==> config.mk <==
export PLATFORM = sky130hd
export DESIGN_NAME = axi_lite_slave_mem
export DESIGN_NICKNAME = d
export VERILOG_FILES = /design/src/rtl/axi_lite_slave_mem.sv
export SDC_FILE = /design/constraint.sdc
export NUM_CORES = 1
export LEC_CHECK = 0
export ABC_AREA = 1
export CAP_MARGIN = 40
export CORE_MARGIN = 2
export CORE_UTILIZATION = 40
export CTS_BUF_LIST = sky130_fd_sc_hd__clkbuf_2
export DETAILED_ROUTE_END_ITERATION = 7
export GPL_ROUTABILITY_DRIVEN = 0
export HOLD_SLACK_MARGIN = 0.05
export PLACE_DENSITY = 0.55
export SLEW_MARGIN = 20
export SYNTH_ARGS = -nofsm -noshare
export SYNTH_HDL_FRONTEND = slang
export SYNTH_SLANG_ARGS = --single-unit
export TNS_END_PERCENT = 50
==> constraint.sdc <==
create_clock -name PCLK -period 1.7 [get_ports PCLK]
set_clock_uncertainty 0.15 [all_clocks]
set_input_delay 0.34 -clock PCLK [delete_from_list [all_inputs] [get_ports PCLK]]
set_output_delay 0.34 -clock PCLK [all_outputs]
set_load 0.02 [all_outputs]
==> src/rtl/axi_lite_slave_mem.sv <==
// AXI4-Lite slave backed by a word-addressed register memory with byte strobes.
// Write and read channels run independent FSMs; out-of-range words return SLVERR.

module axi_lite_slave_mem_lane #(
  parameter int DEPTH = 16,
  parameter int IDX_W = 4
) (
  input  logic             gclk,
  input  logic             grst_n,
  input  logic             we,
  input  logic [IDX_W-1:0] wr_idx,
  input  logic [7:0]       wr_byte,
  input  logic [IDX_W-1:0] rd_idx,
  output logic [7:0]       rd_byte
);
  logic [DEPTH-1:0][7:0] mem;

  always_ff @(posedge gclk or negedge grst_n)
    if (!grst_n)  mem <= '0;
    else if (we)  mem[wr_idx] <= wr_byte;

  // Combinational read so a same-edge write is seen only on the following read.
  assign rd_byte = mem[rd_idx];
endmodule

module axi_lite_slave_mem #(
  parameter int ADDR_WIDTH = 8,
  parameter int DATA_WIDTH = 32,
  parameter int DEPTH      = 16
) (
  input  logic                    PCLK,
  input  logic                    PRESETn,
  input  logic [ADDR_WIDTH-1:0]   AWADDR,
  input  logic                    AWVALID,
  output logic                    AWREADY,
  input  logic [DATA_WIDTH-1:0]   WDATA,
  input  logic [DATA_WIDTH/8-1:0] WSTRB,
  input  logic                    WVALID,
  output logic                    WREADY,
  output logic [1:0]              BRESP,
  output logic                    BVALID,
  input  logic                    BREADY,
  input  logic [ADDR_WIDTH-1:0]   ARADDR,
  input  logic                    ARVALID,
  output logic                    ARREADY,
  output logic [DATA_WIDTH-1:0]   RDATA,
  output logic [1:0]              RRESP,
  output logic                    RVALID,
  input  logic                    RREADY
);
  localparam int NUM_LANES = DATA_WIDTH / 8;
  localparam int IDX_W     = $clog2(DEPTH);
  localparam int WI_W      = ADDR_WIDTH - 2;
  localparam logic [WI_W-1:0] DEPTH_LIM = WI_W'(DEPTH);
  localparam logic [1:0] RESP_OKAY   = 2'b00;
  localparam logic [1:0] RESP_SLVERR = 2'b10;

  typedef struct packed {
    logic [WI_W-1:0]           idx;
    logic [NUM_LANES-1:0][7:0] data;
    logic [NUM_LANES-1:0]      strb;
  } wr_req_t;

  typedef struct packed {
    logic [NUM_LANES-1:0][7:0] data;
    logic [1:0]                resp;
  } rd_rsp_t;

  typedef enum logic { W_IDLE, W_RESP } w_state_t;
  typedef enum logic { R_IDLE, R_DATA } r_state_t;

  // Only aligned accesses exist, so the byte-offset bits carry no meaning.
  logic unused_addr_lsbs;
  assign unused_addr_lsbs = ^{AWADDR[1:0], ARADDR[1:0]};

  // ---------------- write channel ----------------
  w_state_t w_state, w_next;
  wr_req_t  wr_q;
  logic     aw_held, w_held, commit, aw_ok;
  logic     bvalid_q;
  logic [1:0] bresp_q;
  logic     aw_hs, w_hs;

  assign AWREADY = (w_state == W_IDLE) && !aw_held;
  assign WREADY  = (w_state == W_IDLE) && !w_held;
  assign aw_hs   = AWVALID && AWREADY;
  assign w_hs    = WVALID && WREADY;
  assign aw_ok   = wr_q.idx < DEPTH_LIM;

  always_ff @(posedge PCLK or negedge PRESETn)
    if (!PRESETn) w_state <= W_IDLE;
    else          w_state <= w_next;

  always_comb begin
    w_next = w_state;
    commit = 1'b0;
    case (w_state)
      W_IDLE: if (aw_held && w_held) begin
        commit = 1'b1;
        w_next = W_RESP;
      end
      W_RESP: if (bvalid_q && BREADY) w_next = W_IDLE;
      default: w_next = W_IDLE;
    endcase
  end

  // Readies are low during the commit cycle, so capture and clear never collide.
  always_ff @(posedge PCLK or negedge PRESETn)
    if (!PRESETn) begin
      aw_held <= 1'b0;
      w_held  <= 1'b0;
      wr_q    <= '0;
    end else if (commit) begin
      aw_held <= 1'b0;
      w_held  <= 1'b0;
    end else begin
      if (aw_hs) begin
        aw_held  <= 1'b1;
        wr_q.idx <= AWADDR[ADDR_WIDTH-1:2];
      end
      if (w_hs) begin
        w_held    <= 1'b1;
        wr_q.data <= WDATA;
        wr_q.strb <= WSTRB;
      end
    end

  always_ff @(posedge PCLK or negedge PRESETn)
    if (!PRESETn) begin
      bvalid_q <= 1'b0;
      bresp_q  <= RESP_OKAY;
    end else if (commit) begin
      bvalid_q <= 1'b1;
      bresp_q  <= aw_ok ? RESP_OKAY : RESP_SLVERR;
    end else if (bvalid_q && BREADY) begin
      bvalid_q <= 1'b0;
    end

  assign BVALID = bvalid_q;
  assign BRESP  = bresp_q;

  // ---------------- read channel ----------------
  r_state_t r_state, r_next;
  rd_rsp_t  rd_q;
  logic     rvalid_q, ar_hs, ar_ok;
  logic [WI_W-1:0]           ar_idx;
  logic [NUM_LANES-1:0][7:0] rd_word;

  assign ARREADY = (r_state == R_IDLE);
  assign ar_hs   = ARVALID && ARREADY;
  assign ar_idx  = ARADDR[ADDR_WIDTH-1:2];
  assign ar_ok   = ar_idx < DEPTH_LIM;

  always_ff @(posedge PCLK or negedge PRESETn)
    if (!PRESETn) r_state <= R_IDLE;
    else          r_state <= r_next;

  always_comb begin
    r_next = r_state;
    case (r_state)
      R_IDLE:  if (ar_hs) r_next = R_DATA;
      R_DATA:  if (rvalid_q && RREADY) r_next = R_IDLE;
      default: r_next = R_IDLE;
    endcase
  end

  // RDATA keeps its last value after the handshake until the next AR.
  always_ff @(posedge PCLK or negedge PRESETn)
    if (!PRESETn) begin
      rvalid_q <= 1'b0;
      rd_q     <= '0;
    end else if (ar_hs) begin
      rvalid_q  <= 1'b1;
      rd_q.data <= ar_ok ? rd_word : '0;
      rd_q.resp <= ar_ok ? RESP_OKAY : RESP_SLVERR;
    end else if (rvalid_q && RREADY) begin
      rvalid_q <= 1'b0;
    end

  assign RVALID = rvalid_q;
  assign RDATA  = rd_q.data;
  assign RRESP  = rd_q.resp;

  // ---------------- byte-lane storage ----------------
  for (genvar i = 0; i < NUM_LANES; i++) begin : g_lane
    axi_lite_slave_mem_lane #(
      .DEPTH (DEPTH),
      .IDX_W (IDX_W)
    ) u_lane (
      .gclk    (PCLK),
      .grst_n  (PRESETn),
      .we      (commit && aw_ok && wr_q.strb[i]),
      .wr_idx  (wr_q.idx[IDX_W-1:0]),
      .wr_byte (wr_q.data[i]),
      .rd_idx  (ar_idx[IDX_W-1:0]),
      .rd_byte (rd_word[i])
    );
  end
endmodule

==> impl_metrics.csv <==
group,metric,value,unit
outcome,status,"finished, violations left",
outcome,violations,"setup timing",
worst_setup_path,critPathArrivalTime,2100,ps
global_route,grt_pass1_vias,23700,
final_timing,worst_pin_slew,909,ps
final_timing,setup_violations,552,
pwr,p_comb,0.0148,W
cells_and_area,drive_gt1_share,21.2,%
pwr,p_sw_share,38.0,%
synthesis,synth.avg_cell_area,8.26,um2
cells_and_area,lay_top_count,"nand2_1",
worst_setup_path,critPathSlowestCell,"dfrtp_1",
worst_setup_path,cp.required,1210,ps
cells_and_area,nets,3752,
worst_setup_path,rrSetupSlack,-850,ps
final_timing,worst_slack,-893,ps
synthesis,ys_area,26700,um2
hold_path,min_path_cells,9,
route,drt-vias-per-instance,5.31,
worst_setup_path,path_cells,"buf_6 -> nor2_4 -> buf_6",
cells_and_area,layout.cells.non_filler,4663,
die,core,66000,um2
placed_design,place_ws,-208,ps
final_timing,fmaxAchievable,386,MHz
route,drt_iter0_markers,2514,
synthesis,synthXorXnorAreaFrac,0,%
cells_and_area,areaGrowthSynthToFinish,32.8,%
synthesis,top_area_cell,"dfrtp_1",
worst_setup_path,r2r_start,"aw_held$_DFFE_PN0P_",
-- per-layer routing --
| metal | part of all wire [%] | wire [um] |
|---|---|---|
| met1 | 44 | 40200 |
| met2 | 46 | 42000 |
| met3 | 8.0 | 7350 |
| met4 | 2.8 | 2570 |
| met5 | 0.014 | 13 |
-- repair_timing --
item | 4_1_cts | 5_1_grt
gates resized | 424 | 230
endpoints found under the setup margin | 551 | 558
cloned | 32 | 24
hold endpoints to repair | 675 | 0
buffers inserted | 49 | 18
hold buffers | 108 | 0
pin swaps | 21 | 27
-- layout make-up --
type | instances | area, um2
tap | 864 | 1080
sequential | 594 | 14900
clock buffer | 244 | 1220
antenna | 1 | 2.50
fill | 6002 | 30500
clock inverter | 24 | 120
inverter | 50 | 195
timing repair buffer | 480 | 6040
multi-input combinational | 2406 | 12000
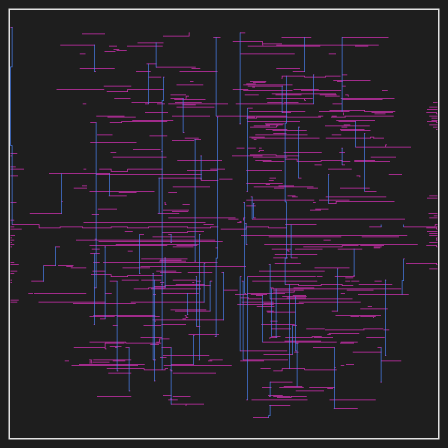
(images/metal_stack.png)
Only two layers are drawn.
Key: met4 = blue [wire length 2570 um]; met3 = magenta [wire length 7350 um]

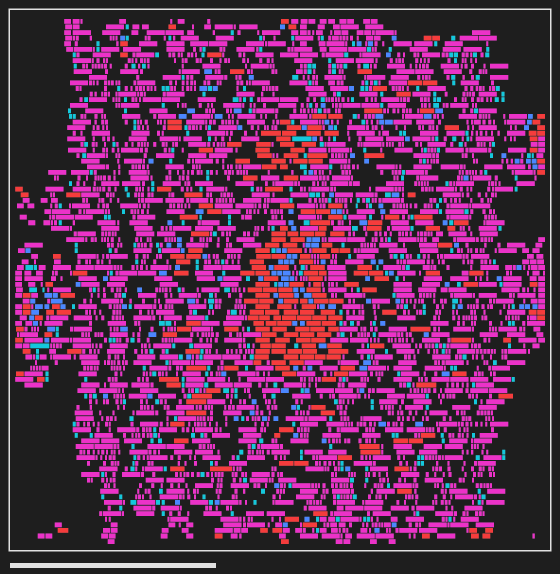
(images/drive_strength.png)
The bar under the picture is 100 um long.
Key: drive 3 to 4 = blue [cells 160, share 4.2%]; drive 6 and up = red [cells 273, share 7.2%]; drive 1 or less = magenta [cells 2992, share 79%]; drive 2 = cyan [cells 373, share 9.8%]

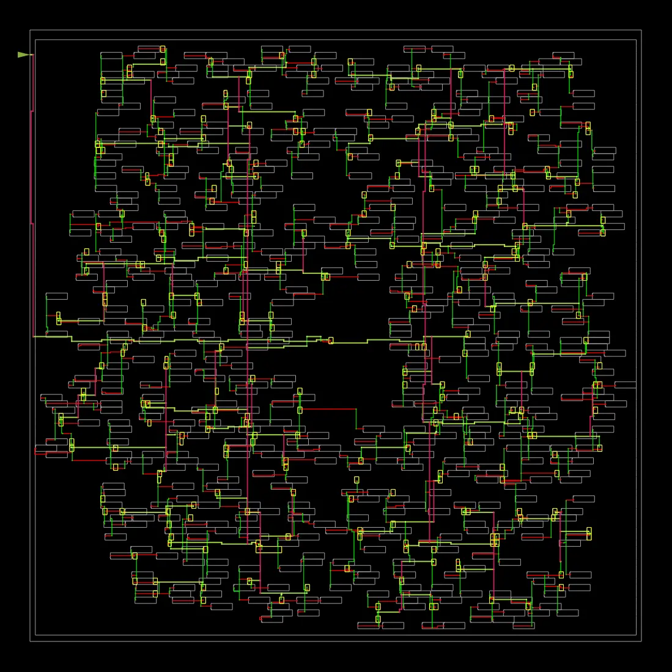
(images/final_clocks.png)
Clk power: 0.00984 W
clk_buf instances: 244

Power is estimated from default activity; no workload was simulated.
